==> images/io_placement.png <==
Pins as bars across the die edge, other pins in gray.
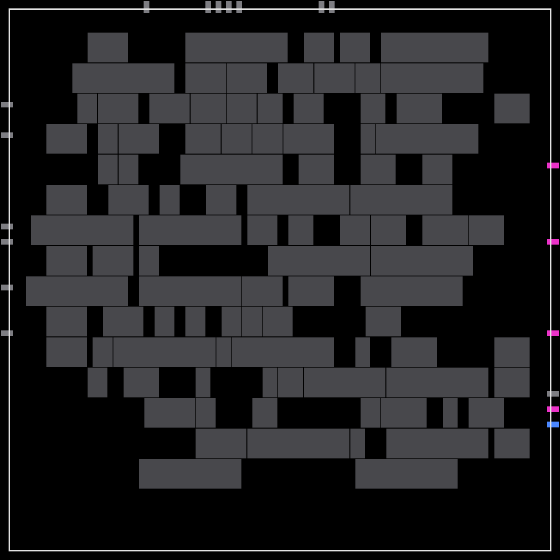
==> images/wires.png <==
Only two layers are drawn.
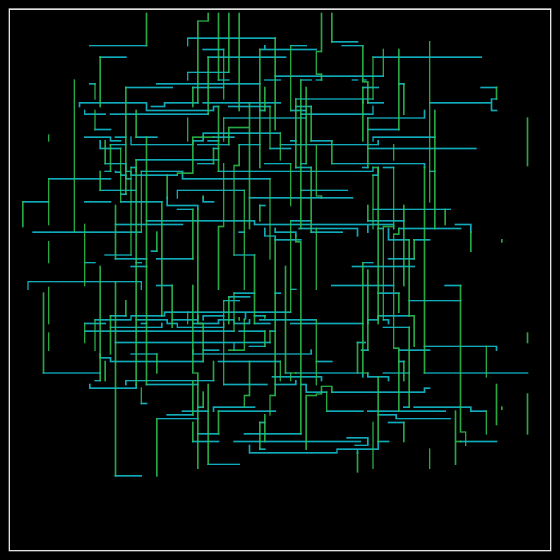
==> images/clocks.png <==
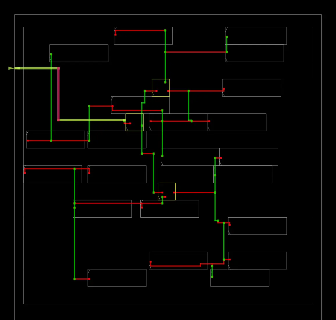
==> images/logic_types.png <==
Scale bar: 10 um.
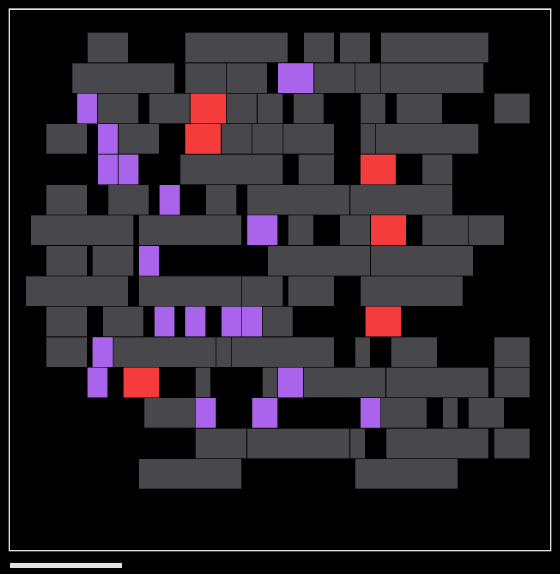
==> images/flops_by_reg.png <==
Scale bar: 10 um. Other sequential cells in the stronger gray, the rest of the logic in the fainter gray.
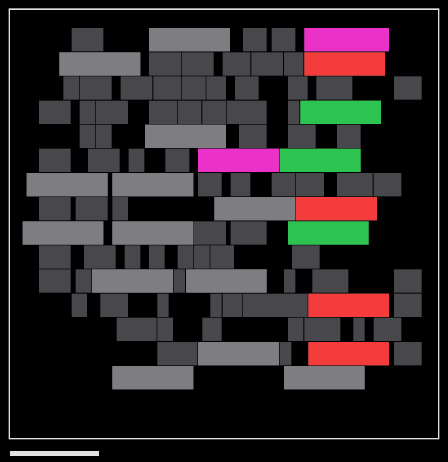
==> config.mk <==
export PLATFORM = sky130hd
export DESIGN_NAME = serial_subtractor
export DESIGN_NICKNAME = d
export VERILOG_FILES = /design/src/rtl/serial_subtractor.sv
export SDC_FILE = /design/constraint.sdc
export NUM_CORES = 1
export LEC_CHECK = 0
export CORE_MARGIN = 1
export CORE_UTILIZATION = 45
export DETAILED_ROUTE_END_ITERATION = 10
export GPL_ROUTABILITY_DRIVEN = 0
export PLACE_DENSITY = 0.73
export SLEW_MARGIN = 20
export SYNTH_ARGS = -nofsm -noshare
export SYNTH_HDL_FRONTEND = slang
export SYNTH_SLANG_ARGS = --single-unit
==> constraint.sdc <==
create_clock -name clk -period 1.78 [get_ports clk]
set_clock_uncertainty 0.05 [all_clocks]
set_input_delay 0.445 -clock clk [delete_from_list [all_inputs] [get_ports clk]]
set_output_delay 0.445 -clock clk [all_outputs]
set_load 0.03 [all_outputs]
==> Changelog: implementation <==
## Implementation

- Status: finished, final reports clean
- Placed Cells: 123
- Avg Inst Size Synth: 12.5 um^2
- Detail Route Antenna Nets: 0
- Diode count: 0
- Fin crit share: 0.961
- Clock Latency Late Sink: 0.29 ns
- Max VDD drop: 0.000694 V
- FP Rows: 16
- Synth area leader: dfrtp_1
- R2r worst-path depth: 4
- Synth mux share: 0.109
- Minimum clock period: 1.71 ns
- Dpl hpwl: 1210 um
- P_leak: 0.567 nW
- CP Class: reg2out
- Initial DRT Pass Iterations: 4
- Setup violations, final: 0
- Synth Warn #: 0
- Post-synth top area share: 0.572
- Ys flops: 22
- Vias in the first global route: 611
- Yosys adder share: 0.0468
- Cell variety after synth: 24
- Initial DRC Count: 12
- Met3 wire length: 48 um
- Yosys aoi share: 0.157
## Picture notes: io_placement.png
[magenta] `d` | pins: 4 | direction: output | edge: right
[blue] `rst_n` | pins: 1 | direction: input | edge: right
all pins by edge: 7 top, 6 right, 6 left
port bufs: 18
Die Ht: 48.2 um
Die Wd: 48.2 um

## Picture notes: wires.png
[green] metal 2 | wire length: 796 um
[cyan] metal 1 | wire length: 770 um
wire per inst: 12.9 um
Global Route Usage Sum: 0.168
wirelength, routed: 1620 um
via count: 668

## Picture notes: clocks.png
total CTS buffers: 3
Clock Sinks: 22

## Picture notes: logic_types.png
[red] AND-OR and OR-AND gates | cells: 6
[purple] inverting AOI/OAI gates | cells: 18
post-route insts no fill: 126
Comb area share: 0.318
most numerous logic cell after layout: dfrtp_1

## Picture notes: flops_by_reg.png
[magenta] `state_q` | placed flops: 2
[red] `d` | placed flops: 4
[green] `res_sh_q` | placed flops: 3
sequential power: 0.867 mW
Seq/total area: 0.460
final design utilization: 0.605
register area: 552 um^2

==> layout make-up <==
type | count | area share
Tap cell | 27 | 0.0282
Sequential cell | 22 | 0.460
Clock buffer | 3 | 0.0188
Timing Repair Buffer | 22 | 0.165
Multi-Input combinational cell | 49 | 0.318
Inverter | 3 | 0.00939
==> repair_timing <==
| action | 4_1_cts | 5_1_grt |
|---|---|---|
| endpoints found under the setup margin | 6 | 0 |
| hold buffers | 0 | 0 |
| gates resized | 8 | 0 |
==> placed cells by master, fill, tap and decap left out, drive strengths merged, types with 2 or more instances in the layout <==
cell type | netlist | routed
dfrtp | 22 | 22
o21ai | 13 | 13
clkdlybuf4s50 | 0 | 10
mux2i | 6 | 6
a22o | 6 | 6
dlygate4sd2 | 0 | 6
buf | 2 | 6
mux2 | 4 | 4
inv | 3 | 3
clkbuf | 1 | 3
nand2b | 2 | 2
nand2 | 2 | 2
nor2 | 2 | 2
o22ai | 2 | 2
ha | 2 | 2
a21oi | 2 | 2
==> logic make-up (layout without fill, tap and decap cells) <==
group                      after synthesis  count (layout)
buffers and inverters                    6              28
AOI/OAI and AO/OA                       24              24
muxes                                   10              10
adders and majority gates                3               3
DFF                                     22              22
and+or+nand+nor                         12              12
==> stage by stage <==
stage               hold WS [ns]  power [mW]  setup WS [ns]  TNS (ns)  area (um^2)
floorplan                 0.0994        1.56         0.0759         0          962
global placement           0.410        1.80         -0.153    -0.418         1180
detailed placement         0.427        1.82         -0.143    -0.515         1180
CTS                        0.216        2.00         0.0608         0         1200
global route               0.216        2.17        0.00208         0         1200
finish                     0.206        1.98         0.0702         0         1200
==> worst max-delay path, stage by stage, from the launching register on <==
cell     delay, ns
dfrtp_2       0.51
nor3b_2       0.23
buf_4         0.19
==> routing by layer <==
layer	vias up	GRT usage
met3	2	0.0333
li1	318	-
met5	-	0
met4	0	0.0667
met1	334	0.228
met2	14	0.264
==> report_power, final <==
part | switching (mW) | internal, mW
combinational | 0.482 | 0.417
clock | 0.138 | 0.0787
sequential | 0.148 | 0.720
Power and IR drop assume default switching activity.
